===== src/rtl/linebuf_pkg.sv =====
// Shared definitions for the line-buffer arbiter.
//   LB_ADDR_W : line-buffer RAM address width ({bank, column})
//   LB_COLS   : source pixels per scanline
//   LB_DATA_W : pixel width (5:5:5 BGR)
//   lb_wr_t   : one queued PPU pixel write {bank, x, data}
//   lb_addr() : RAM address targeted by a queued write
package linebuf_pkg;

  localparam int unsigned LB_ADDR_W = 9;
  localparam int unsigned LB_COLS   = 256;
  localparam int unsigned LB_X_W    = $clog2(LB_COLS);
  localparam int unsigned LB_DATA_W = 15;

  typedef struct packed {
    logic                 bank;
    logic [LB_X_W-1:0]    x;
    logic [LB_DATA_W-1:0] data;
  } lb_wr_t;

  function automatic logic [LB_ADDR_W-1:0] lb_addr(input lb_wr_t e);
    return {e.bank, e.x};
  endfunction

endpackage


===== src/rtl/linebuf_wr_fifo.sv =====
// Synchronous FIFO of pending PPU writes.
// Optional feature macro: LINEBUF_FWD_EN (exposes storage and head pointer for forwarding).
// Ports:
//   clk, reset  : clock, synchronous active-high reset (flushes contents)
//   push/wdata  : enqueue when push && !full
//   pop         : dequeue head when pop && !empty
//   head        : oldest entry
//   full/empty  : status flags
//   count       : number of valid entries
//   entries     : raw storage (LINEBUF_FWD_EN only)
//   head_ptr    : storage index of the oldest entry (LINEBUF_FWD_EN only)
module linebuf_wr_fifo
  import linebuf_pkg::*;
#(
  parameter int unsigned FIFO_DEPTH = 4,
  localparam int unsigned PTR_W = $clog2(FIFO_DEPTH),
  localparam int unsigned CNT_W = $clog2(FIFO_DEPTH + 1)
) (
  input  logic                          clk,
  input  logic                          reset,
  input  logic                          push,
  input  lb_wr_t                        wdata,
  input  logic                          pop,
  output lb_wr_t                        head,
  output logic                          full,
  output logic                          empty,
  output logic [CNT_W-1:0]              count
`ifdef LINEBUF_FWD_EN
  ,
  output lb_wr_t [FIFO_DEPTH-1:0]       entries,
  output logic [PTR_W-1:0]              head_ptr
`endif
);

  lb_wr_t [FIFO_DEPTH-1:0] mem_q;
  logic [PTR_W-1:0]        wr_ptr_q, rd_ptr_q;
  logic [CNT_W-1:0]        count_q;
  logic                    do_push, do_pop;

  assign full    = (count_q == CNT_W'(FIFO_DEPTH));
  assign empty   = (count_q == '0);
  assign count   = count_q;
  assign head    = mem_q[rd_ptr_q];
  assign do_push = push && !full;
  assign do_pop  = pop && !empty;

`ifdef LINEBUF_FWD_EN
  assign entries  = mem_q;
  assign head_ptr = rd_ptr_q;
`endif

  // Pointers wrap naturally because FIFO_DEPTH is a power of two.
  always_ff @(posedge clk) begin
    if (reset) begin
      wr_ptr_q <= '0;
      rd_ptr_q <= '0;
      count_q  <= '0;
    end else begin
      if (do_push) wr_ptr_q <= wr_ptr_q + PTR_W'(1);
      if (do_pop)  rd_ptr_q <= rd_ptr_q + PTR_W'(1);
      count_q <= count_q + CNT_W'(do_push) - CNT_W'(do_pop);
    end
  end

  // Storage is not reset; validity is tracked by the pointers alone.
  always_ff @(posedge clk) begin
    if (do_push) mem_q[wr_ptr_q] <= wdata;
  end

endmodule


===== src/rtl/line_buffer_arbiter.sv =====
// Shares one single-port 512xDATA_W line-buffer RAM between the VGA scan reader
// (strict priority, fixed 1-cycle latency) and the PPU pixel writer (queued in a
// small FIFO and drained into idle slots).
// Optional feature macro: LINEBUF_FWD_EN -- reads hit queued writes to the same
// address (newest wins) instead of returning stale RAM data.
// Ports:
//   clk, reset          : clock, synchronous active-high reset
//   wr_req/wr_bank/wr_x/wr_data, wr_ready : PPU write handshake
//   rd_en, rd_addr      : VGA next-pixel address {bank, column, phase}
//   rd_data             : pixel shown in the current VGA cycle
//   ram_addr/ram_we/ram_wdata, ram_q : single-port sync RAM (read-first)
module line_buffer_arbiter
  import linebuf_pkg::*;
#(
  parameter int unsigned DATA_W     = LB_DATA_W,  // must equal LB_DATA_W
  parameter int unsigned FIFO_DEPTH = 4
) (
  input  logic                 clk,
  input  logic                 reset,
  input  logic                 wr_req,
  input  logic                 wr_bank,
  input  logic [7:0]           wr_x,
  input  logic [DATA_W-1:0]    wr_data,
  output logic                 wr_ready,
  input  logic                 rd_en,
  input  logic [9:0]           rd_addr,
  output logic [DATA_W-1:0]    rd_data,
  output logic [LB_ADDR_W-1:0] ram_addr,
  output logic                 ram_we,
  output logic [DATA_W-1:0]    ram_wdata,
  input  logic [DATA_W-1:0]    ram_q
);

  localparam int unsigned PTR_W = $clog2(FIFO_DEPTH);
  localparam int unsigned CNT_W = $clog2(FIFO_DEPTH + 1);

  logic [LB_ADDR_W-1:0] rd_src;
  logic [LB_ADDR_W-1:0] tag_q;
  logic                 tag_valid_q;
  logic                 rd_valid_q;
  logic [DATA_W-1:0]    rd_hold_q;
  logic                 rd_need;

  lb_wr_t               fifo_in, fifo_head;
  logic                 fifo_push, fifo_pop, fifo_full, fifo_empty;
  logic [CNT_W-1:0]     fifo_count;

  // Phase bit is dropped: both doubled VGA cycles map to one source pixel.
  assign rd_src  = rd_addr[9:1];
  assign rd_need = !reset && rd_en && (!tag_valid_q || (rd_src != tag_q));

  assign wr_ready     = !reset && !fifo_full;
  assign fifo_push    = wr_req && wr_ready;
  assign fifo_pop     = !reset && !rd_need && !fifo_empty;
  assign fifo_in.bank = wr_bank;
  assign fifo_in.x    = wr_x;
  assign fifo_in.data = wr_data;

`ifdef LINEBUF_FWD_EN
  lb_wr_t [FIFO_DEPTH-1:0] fifo_entries;
  logic [PTR_W-1:0]        fifo_head_ptr;
  logic                    fwd_hit, fwd_hit_q;
  logic [DATA_W-1:0]       fwd_data, fwd_data_q;
`else
  logic unused_fifo_count;
  assign unused_fifo_count = ^fifo_count;
`endif

  linebuf_wr_fifo #(
    .FIFO_DEPTH (FIFO_DEPTH)
  ) u_wr_fifo (
    .clk      (clk),
    .reset    (reset),
    .push     (fifo_push),
    .wdata    (fifo_in),
    .pop      (fifo_pop),
    .head     (fifo_head),
    .full     (fifo_full),
    .empty    (fifo_empty),
    .count    (fifo_count)
`ifdef LINEBUF_FWD_EN
    ,
    .entries  (fifo_entries),
    .head_ptr (fifo_head_ptr)
`endif
  );

  // RAM slot: read beats queued write beats idle. A read and a write never
  // share a slot, so same-address collisions cannot happen at the port.
  always_comb begin
    ram_addr  = '0;
    ram_we    = 1'b0;
    ram_wdata = '0;
    if (rd_need) begin
      ram_addr = rd_src;
    end else if (fifo_pop) begin
      ram_addr  = lb_addr(fifo_head);
      ram_we    = 1'b1;
      ram_wdata = fifo_head.data;
    end
  end

  always_ff @(posedge clk) begin
    if (reset) begin
      tag_q       <= '0;
      tag_valid_q <= 1'b0;
    end else if (!rd_en) begin
      // Forget the tag during blanking so the first active address refetches.
      tag_valid_q <= 1'b0;
    end else if (rd_need) begin
      tag_q       <= rd_src;
      tag_valid_q <= 1'b1;
    end
  end

`ifdef LINEBUF_FWD_EN
  // Scan oldest to newest; later matches overwrite, so the newest entry wins.
  always_comb begin
    logic [PTR_W-1:0] idx;
    fwd_hit  = 1'b0;
    fwd_data = '0;
    idx      = '0;
    for (int unsigned i = 0; i < FIFO_DEPTH; i++) begin
      idx = fifo_head_ptr + PTR_W'(i);
      if ((CNT_W'(i) < fifo_count) && (lb_addr(fifo_entries[idx]) == rd_src)) begin
        fwd_hit  = 1'b1;
        fwd_data = fifo_entries[idx].data;
      end
    end
  end

  always_ff @(posedge clk) begin
    if (reset) begin
      fwd_hit_q  <= 1'b0;
      fwd_data_q <= '0;
    end else begin
      fwd_hit_q  <= rd_need && fwd_hit;
      fwd_data_q <= fwd_data;
    end
  end
`endif

  // ram_q is valid the cycle after a read slot; otherwise hold the last pixel
  // so it is shown on both doubled VGA cycles.
  always_comb begin
    rd_data = rd_hold_q;
    if (reset) begin
      rd_data = '0;
    end else if (rd_valid_q) begin
`ifdef LINEBUF_FWD_EN
      rd_data = fwd_hit_q ? fwd_data_q : ram_q;
`else
      rd_data = ram_q;
`endif
    end
  end

  always_ff @(posedge clk) begin
    if (reset) begin
      rd_valid_q <= 1'b0;
      rd_hold_q  <= '0;
    end else begin
      rd_valid_q <= rd_need;
      rd_hold_q  <= rd_data;
    end
  end

endmodule


===== config.mk =====
export PLATFORM = sky130hd
export DESIGN_NAME = line_buffer_arbiter
export DESIGN_NICKNAME = d
export VERILOG_FILES = /design/src/rtl/linebuf_pkg.sv /design/src/rtl/linebuf_wr_fifo.sv /design/src/rtl/line_buffer_arbiter.sv
export SDC_FILE = /design/constraint.sdc
export NUM_CORES = 1
export LEC_CHECK = 0
export CAP_MARGIN = 20
export CORE_UTILIZATION = 54
export CTS_BUF_LIST = sky130_fd_sc_hd__clkbuf_2 sky130_fd_sc_hd__clkbuf_4 sky130_fd_sc_hd__clkbuf_8
export DETAILED_ROUTE_END_ITERATION = 16
export PLACE_DENSITY = 0.92
export SLEW_MARGIN = 20
export SYNTH_ARGS = -nofsm -noshare
export SYNTH_HDL_FRONTEND = slang
export SYNTH_HIERARCHICAL = 1
export SYNTH_SLANG_ARGS = --single-unit

===== constraint.sdc =====
create_clock -name clk -period 5.2 [get_ports clk]
set_clock_uncertainty 0.15 [all_clocks]
set_input_delay 1.04 -clock clk [delete_from_list [all_inputs] [get_ports clk]]
set_output_delay 1.04 -clock clk [all_outputs]
set_load 0.005 [all_outputs]

==> run_1/m1.png <==
Scale bar: 20 um. Supply wires on this layer in grey.
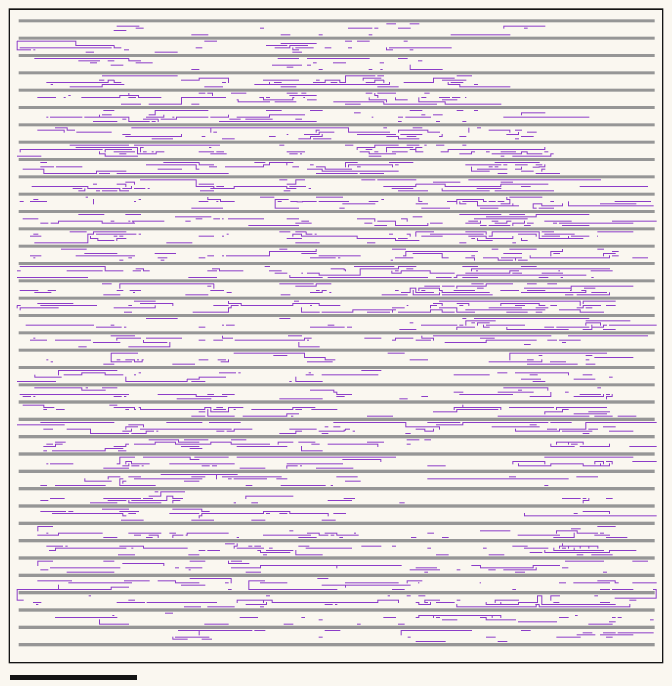
wire length on this layer = 4,300 um
nets with wire on the layer = 475
WL final: 10,460 um
met1 global-route usage: 25.27%

==> run_1/m2.png <==
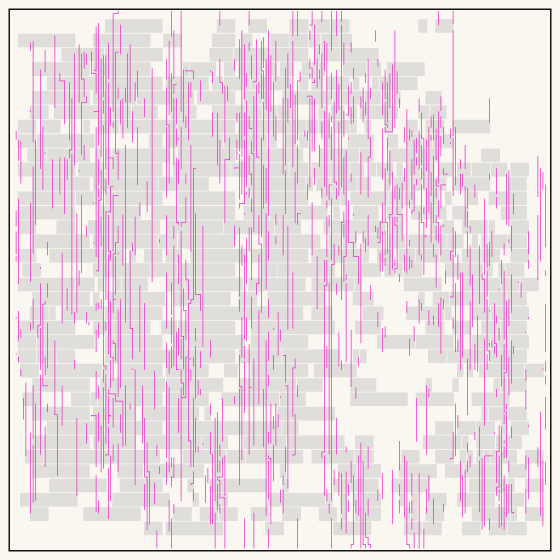
share of all routed wire = 51%
longest straight run = 45.6 um

==> run_1/m3.png <==
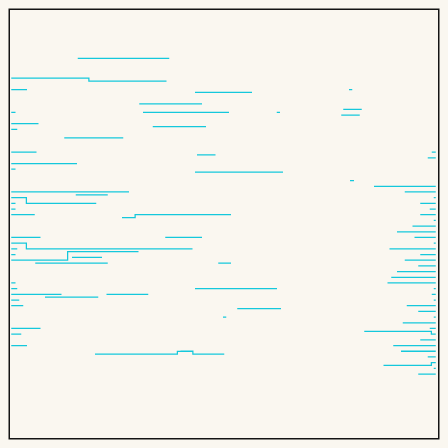
longest straight run = 39.6 um
nets with wire on the layer = 75
wire length on this layer = 711 um
share of all routed wire = 6.8%
main direction = horizontal

==> run summary, run 1 <==
Switching power - 0.0006607 W
DIE HEIGHT - 102.3 um
Pwr Density - 359.5 nW/um^2
Hold WC Path Type - flip-flop to flip-flop
Io pins - 94
CTS tree - built
Power in sequential cells - 0.00122 W
Max_slew headroom - 39.21%
Status - complete, no violations
CP Class - input pin to output pin
Initial DRC count - 148
CP Launch Type - input pin
Post-route ant nets - 0
CP Max Fanout - 11
Mapped Nets - 433
R2R Path Start - tag_q[2]
ANT cells - 0
Setup TNS - 0 ns
Ys async rst share - 0%
Int Pwr - 0.001806 W
Die area - 10,470 um^2
YS chip area - 5435 um^2
# Post-CTS Setup Buffers - 0
Worst IR drop on VDD - 0.2460 mV
Launch point of the worst path - rd_addr[3]
Worst Tran Pin Value - 0.9118 ns
Final hold violations - 0
Flip-flops with a built-in enable - 96
Syn Inst Count - 373
Nets@finish - 534
Clk power - 0.000825 W
Crit path top cell by count - clkdlybuf4s50_1
Floorplan utilization - 55.61%
Drt wl/cell - 16.87 um
CP arrival - 3.48 ns
Final worst-path cycle share - 89.86%
Sequential Power Share - 49.5%
Vias per cell - 5.332
Number of H-tree levels - 4
Setup WS pre-CTS - 0.4050 ns
First-pass GRT wire length - 16,290 um
Seq share, synth - 65.19%
Final GP Congestion - 0.7951
Clock Tree Root - clkbuf_8
TritonRoute pass-1 iters - 5
Non-filler cells in the finished layout - 620
Leak - 2.417 nW
DP Cell Count - 588
Comb. pwr - 0.000420 W
Top-area cell share - 53.04%
Worst Setup EP - ram_addr[1]
Register-to-Register Path Depth - 15
GRT Total Usage - 21.50%
Crit. End Element - output pin
Dominant logic cell type in the layout - edfxtp_1
Slew Viols, Final - 0
Most frequent cells after synthesis - 96 x edfxtp_1, 56 x nor2_1, 33 x dfxtp_1, 29 x mux2i_1, 29 x nand2_1
Clk Latency, worst-skew pair - 0.42 ns
CTS Sinks - 129
Most common reg cell - edfxtp_1
Post-CTS Resized - 0
Slowest stage cell, crit path - or4_1
RSZ-0062 raised after global routing - no
Clock slew at reported path FFs - 0.08 ns
Number of global-route vias before repair - 3,388
Worst EP required - 4.01 ns
Post-synthesis cell type count - 37
Synth top cell by count - edfxtp_1
Final Core Density - 70.20%
Hpwl dp - 7014 um
# hold bufs at CTS - 0
[run 1: through the flow]
| step | area [um^2] | power, W | hold slack, ns |
|---|---|---|---|
| after floorplan | 5435 | 0.001475 | 0.3057 |
| after global placement | 6474 | 0.001650 | 0.3176 |
| after detailed placement | 6474 | 0.001668 | 0.3327 |
| after CTS | 6862 | 0.002491 | 0.3515 |
| after global routing | 6862 | 0.002568 | 0.3714 |
| final | 6862 | 0.002466 | 0.3440 |
[run 1: registers in the layout, indices dropped and copies added, names as in the netlist]
name	flops
u_wr_fifo/mem_q	96
u_wr_fifo/count	3
rd_hold_q	15
tag_q	9
u_wr_fifo/wr_ptr_q	2
u_wr_fifo/rd_ptr_q	2
tag_valid_q	1
rd_valid_q	1
[run 1: routing by layer]
layer	vias to the layer above	track usage, %	part of all wire [%]
met5	-	0	0
met4	0	9.670	0.91
met3	9	6.908	6.8
met2	109	36.24	51
met1	1617	25.27	41
li1	1571	-	-
[run 1: logic make-up after synthesis]
group | after synthesis | share of synthesized area [%]
buffers and inverters | 37 | 3.430
AND-OR/OR-AND | 17 | 2.302
XOR/XNOR | 12 | 1.934
multiplexers | 53 | 15.63
adder cells (fa/ha/maj) | 7 | 1.750
flip-flops | 129 | 65.19
AND/OR/NAND/NOR | 118 | 9.761
[run 1: worst max-delay path, delay by kind of cell]
| family | cells | cell delay [ns] |
|---|---|---|
| xor gates and xnor gates | 1 | 0.18 |
| buffers and inverters | 3 | 1.20 |
| muxes | 1 | 0.17 |
| AOI/OAI and AO/OA | 1 | 0.35 |
| and+or+nand+nor | 1 | 0.54 |
[run 1: cell type report]
class	instances	area, um^2
repair buffers	102	991.0
clock inverters	14	146.4
well taps	133	166.4
fillers	665	2913
inverters	17	63.81
multi-input cells	207	1708
clock buffers	18	241.5
flip-flops and latches	129	3545
==> run 2: changes to the inputs <==
--- a/config.mk
+++ b/config.mk
@@ -6,10 +6,13 @@
 export NUM_CORES = 1
 export LEC_CHECK = 0
 export CAP_MARGIN = 20
+export CORE_MARGIN = 5
 export CORE_UTILIZATION = 54
 export CTS_BUF_LIST = sky130_fd_sc_hd__clkbuf_2 sky130_fd_sc_hd__clkbuf_4 sky130_fd_sc_hd__clkbuf_8
 export DETAILED_ROUTE_END_ITERATION = 16
-export PLACE_DENSITY = 0.92
+export DONT_BUFFER_PORTS = 1
+export PLACE_DENSITY = 0.8
+export RECOVER_POWER = 100
 export SLEW_MARGIN = 20
 export SYNTH_ARGS = -nofsm -noshare
 export SYNTH_HDL_FRONTEND = slang
==> run summary, run 2 <==
Most common reg cell - edfxtp_1 (unchanged)
Setup TNS - 0 ns (unchanged)
Dominant logic cell type in the layout - edfxtp_1 (unchanged)
Register-to-Register Path Depth - 14 (was 15)
ANT cells - 0 (unchanged)
R2R Path Start - tag_q[1] (was tag_q[2])
Largest register FFs - 96 (unchanged)
Hpwl dp - 6505 um (was 7014 um)
CP Class - input pin to output pin (unchanged)
Final hold violations - 0 (unchanged)
Floorplan utilization - 55.61% (unchanged)
Initial DRC count - 158 (was 148)
Die area - 12,170 um^2 (was 10,470 um^2)
Status - finished with violations (was complete, no violations)
CP arrival - 2.53 ns (was 3.48 ns)
Post-CTS Resized - 0 (unchanged)
Post-synthesis cell type count - 37 (unchanged)
Worst EP required - 4.01 ns (about the same)
Clk Latency, worst-skew pair - 0.41 ns (was 0.42 ns)
Clock Tree Root - clkbuf_8 (unchanged)
Sequential Power Share - 53.0% (was 49.5%)
CTS tree - built (unchanged)
Largest register by flop count - u_wr_fifo/mem_q (unchanged)
Most frequent cells after synthesis - 96 x edfxtp_1, 56 x nor2_1, 33 x dfxtp_1, 29 x mux2i_1, 29 x nand2_1 (unchanged)
Worst Setup EP - ram_addr[7] (was ram_addr[1])
Slew Viols, Final - 100 (was 0)
Top-area cell share - 53.04% (unchanged)
Leak - 2.034 nW (was 2.417 nW)
CTS Sinks - 129 (unchanged)
Final worst-path cycle share - 71.51% (was 89.86%)
Crit. End Element - output pin (unchanged)
Failing checks - max-capacitance violations, max-slew violations
Top flop regs - u_wr_fifo/mem_q (96), rd_hold_q (15), tag_q (9) (unchanged)
Number of H-tree levels - 4 (unchanged)
Pwr Density - 390.9 nW/um^2 (was 359.5 nW/um^2)
DIE HEIGHT - 110.3 um (was 102.3 um)
Seq share, synth - 65.19% (unchanged)
Final GP Congestion - 0.7859 (was 0.7951)
Max_slew headroom - -7.522% (was 39.21%)
Synthesized area per cell - 14.57 um^2 (unchanged)
Post-route cell area - 5893 um^2 (was 6862 um^2)
YS chip area - 5435 um^2 (unchanged)
Placed cell areas - 5535 um^2 (was 6474 um^2)
Worst IR drop on VDD - 0.2608 mV (was 0.2460 mV)
# Post-CTS Setup Buffers - 0 (unchanged)
# hold bufs at CTS - 0 (unchanged)
Nets@finish - 439 (was 534)
Flip-flops with a built-in enable - 96 (unchanged)
Final setup violation count - 0 (unchanged)
Gate power share - 12.5% (was 17.0%)
Number of global-route vias before repair - 3,052 (was 3,388)
Io pins - 94 (unchanged)
Synth top cell by count - edfxtp_1 (unchanged)
Clock slew at reported path FFs - 0.07 ns (was 0.08 ns)
Ys async rst share - 0% (unchanged)
Mapped Nets - 433 (unchanged)
Syn Inst Count - 373 (unchanged)
Launch point of the worst path - rd_addr[3] (unchanged)
RSZ-0062 raised after global routing - no (unchanged)
Worst reg2reg path endpoint - u_wr_fifo/count[2] (unchanged)
Switching power - 0.0006112 W (was 0.0006607 W)
Hold WC Path Type - flip-flop to flip-flop (unchanged)
Max Cap Viol - 4 (was 0)
Worst Tran Pin Value - 1.613 ns (was 0.9118 ns)
[run 2: routing by layer]
layer	GRT usage, %	vias up	wire [um]
li1	-	1370	-
met1	19.55	1439	3969
met2	30.37	115	5058
met3	7.921	4	1024
met4	5.101	0	76
met5	0	-	0
[run 2: power by group through the flow]
stage / clock network (W) / logic [W] / registers, W
after floorplan: 0 / 0.000262 / 0.00121
after global placement: 0 / 0.000285 / 0.00124
after detailed placement: 0 / 0.000294 / 0.00125
after CTS: 0.000821 / 0.000295 / 0.00122
after global routing: 0.000874 / 0.000321 / 0.00123
final: 0.000795 / 0.000288 / 0.00122
[run 2: cell families after synthesis]
kind of cell	synth area share [%]
compound gates	2.302
xor+xnor	1.934
fa+ha+maj	1.750
buf+inv	3.430
flops	65.19
mux	15.63
simple gates	9.761
[run 2: stage by stage]
step / std cells / total power (W) / worst slack [ns] / hold WS (ns) / utilization, %
6_report: 525 / 0.002304 / 1.481 / 0.3431 / 60.29
3_5_place_dp: 493 / 0.001540 / 1.242 / 0.3310 / 56.63
5_1_grt: 525 / 0.002428 / 1.431 / 0.3704 / 60.29
2_1_floorplan: 373 / 0.001475 / 1.137 / 0.3057 / -
3_3_place_gp: 493 / 0.001526 / 1.267 / 0.3192 / 56.63
4_1_cts: 525 / 0.002340 / 1.462 / 0.3499 / 60.50
[run 2: worst max-delay path, stage by stage]
cell and delay (ns):
xor2_1 0.14, or4_1 0.52, o31a_1 0.27, buf_4 0.26, mux2i_1 0.29
[run 2: layout make-up]
class                      count  area, um^2
fill                         772        3881
sequential                   129        3545
multi-input combinational    207        1703
clock buffer                  17       234.0
tap                          133       166.4
clock inverter                15       143.9
inverter                      17       63.81
timing repair buffer           7       37.54
==> run_2/m3.png <==
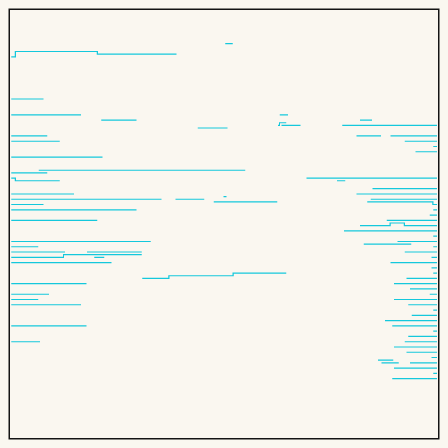
met3 Use GR: 7.921%
WL final: 10,130 um

==> run_2/congestion_map.png <==
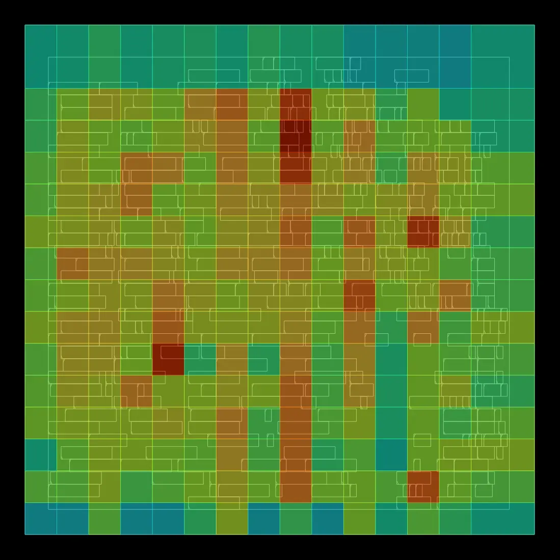
GRT Total Usage: 17.55%
drt wl/cell: 19.29 um
met1 global-route usage: 19.55%

==> run_2/m1.png <==
Scale bar: 20 um. Supply wires on this layer in grey.
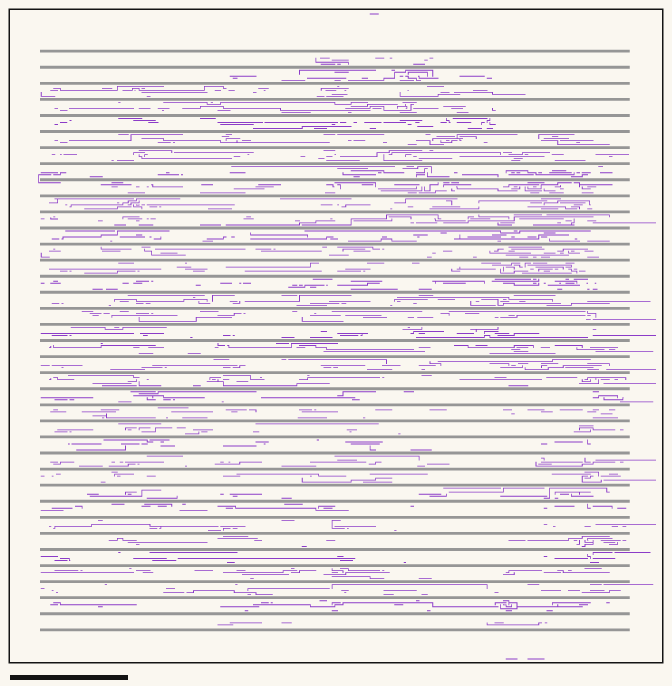
DR vias: 2,928

==> run 3: changes to the inputs <==
==> constraint.sdc (replaced) <==
create_clock -name clk -period 3.53 [get_ports clk]
set_clock_uncertainty 0.15 [all_clocks]
set_input_delay 0.706 -clock clk [delete_from_list [all_inputs] [get_ports clk]]
set_output_delay 0.706 -clock clk [all_outputs]
set_load 0.005 [all_outputs]
==> run summary, run 3 <==
YS chip area - 5435 um^2 (unchanged)
Hpwl dp - 6554 um (was 6505 um)
First-pass GRT wire length - 15,480 um (was 15,500 um)
Worst Tran Pin Value - 0.9484 ns (was 1.613 ns)
Ys async rst share - 0% (unchanged)
Crit. End Element - flip-flop (was output pin)
Worst Setup EP - u_wr_fifo/count[2] (was ram_addr[7])
Max Cap Viol - 0 (was 4)
Post-route ant nets - 0 (unchanged)
Pwr Density - 592.6 nW/um^2 (was 390.9 nW/um^2)
ANT cells - 0 (unchanged)
Nets@finish - 443 (was 439)
Synth top cell by count - edfxtp_1 (unchanged)
Largest register FFs - 96 (unchanged)
Top flop regs - u_wr_fifo/mem_q (96), rd_hold_q (15), tag_q (9) (unchanged)
# Post-CTS Setup Buffers - 0 (unchanged)
Worst EP required - 3.72 ns (was 4.01 ns)
Worst reg2reg path endpoint - u_wr_fifo/count[2] (unchanged)
# hold bufs at CTS - 0 (unchanged)
Initial DRC count - 174 (was 158)
Top-area cell share - 53.04% (unchanged)
Flip-flops with a built-in enable - 96 (unchanged)
Status - complete, no violations (was finished with violations)
CP Max Fanout - 2 (was 26)
CP Launch Type - flip-flop (was input pin)
Clk Latency, worst-skew pair - 0.41 ns (about the same)
CP Depth - 14 (was 5)
Leak - 2.112 nW (was 2.034 nW)
Drt wl/cell - 19.15 um (was 19.29 um)
DIE HEIGHT - 110.3 um (unchanged)
Register-to-Register Path Depth - 14 (unchanged)
Crit path largest cell delay - 0.54 ns (was 0.52 ns)
Slew Viols, Final - 0 (was 100)
Slowest stage cell, crit path - or4_1 (unchanged)
Most common reg cell - edfxtp_1 (unchanged)
Post-route cell area - 5993 um^2 (was 5893 um^2)
Final setup violation count - 0 (unchanged)
Vias per cell - 5.660 (was 5.577)
run 3: area by class of cell:
class                           count  area (um^2)
Tap cell                          133        166.4
Timing Repair Buffer               11        81.33
Inverter                           17        63.81
Fill cell                         763         3781
Clock buffer                       18        241.5
Sequential cell                   129         3545
Clock inverter                     14        180.2
Multi-Input combinational cell    207         1715
run 3: worst register-to-register path: stages, from the launching register on:
cell and delay [ns]:
dfxtp_1 0.32, xor2_1 0.17, or4_1 0.54, o31a_2 0.33, nor3_4 0.16, o31ai_1 0.15
inv_1 0.08, ha_1 0.22, inv_1 0.05, ha_1 0.12, inv_1 0.05, fa_1 0.37
xor2_1 0.16, and2_0 0.16, nor3_1 0.14
run 3: kinds of logic after synthesis:
family / share of synthesized area, %
muxes: 15.63
and+or+nand+nor: 9.761
adders and majority gates: 1.750
buffers and inverters: 3.430
AOI/OAI and AO/OA: 2.302
xor gates and xnor gates: 1.934
DFF: 65.19
run 3: where the power goes:
part | switching (W) | internal, W
combinational | 0.000249 | 0.000208
sequential | 0.0000620 | 0.00173
clock | 0.000588 | 0.000718
total | 0.000899 | 0.00265
run 3: per-layer routing:
metal  part of all wire [%]  GRT usage, %
met2                     50         30.33
met5                      0             0
met4                    1.4         6.596
met1                     39         19.28
met3                    9.4         7.513
run 3: through the flow:
stage / cells / utilization, % / hold WS, ns
finish: 529 / 61.32 / 0.2027
global route: 529 / 61.32 / 0.1710
CTS: 529 / 61.69 / 0.1733
detailed placement: 497 / 57.37 / 0.3277
global placement: 497 / 57.37 / 0.3197
floorplan: 373 / - / 0.3057
==> run_3/class_map.png <==
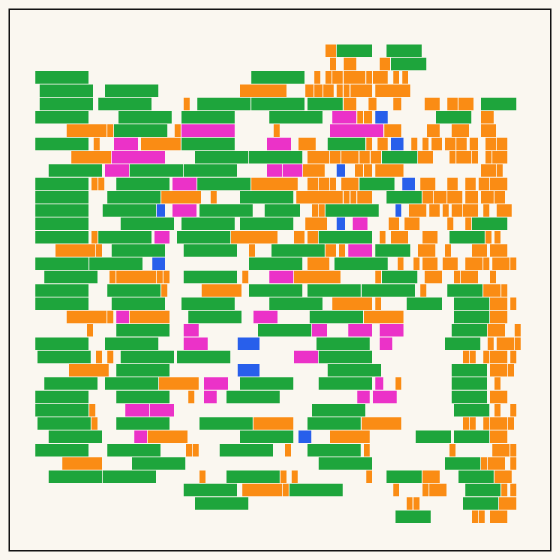
blue -> remaining buffers and delay cells  # cells 11, share of their area 1.4%
orange -> remaining logic cells  # cells 224, share of their area 31%
green -> registers  # cells 129, share of their area 61%
magenta -> clock drivers and dummy loads  # cells 32, share of their area 7.2%
Core Rows: 36
core area: 9774 um^2

==> run_3/m3.png <==
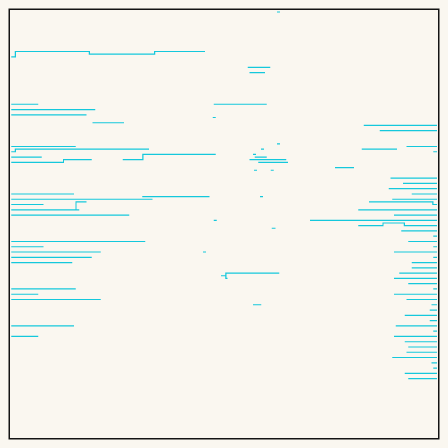
wire length on this layer = 955 um
nets with wire on the layer = 80
share of all routed wire = 9.4%
main direction = horizontal
longest straight run = 36.1 um
DR vias: 2,994
met3 Use GR: 7.513%
WL final: 10,130 um

==> run_3/m2.png <==
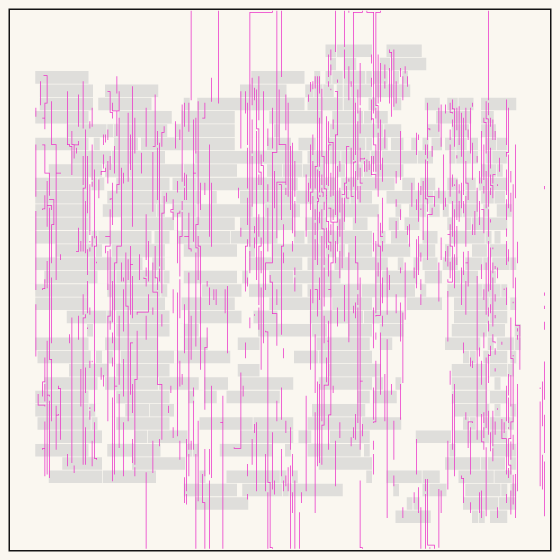
GR Layer Usage met2: 30.33%

No activity file was given, so power comes from the tool's default toggle rates.
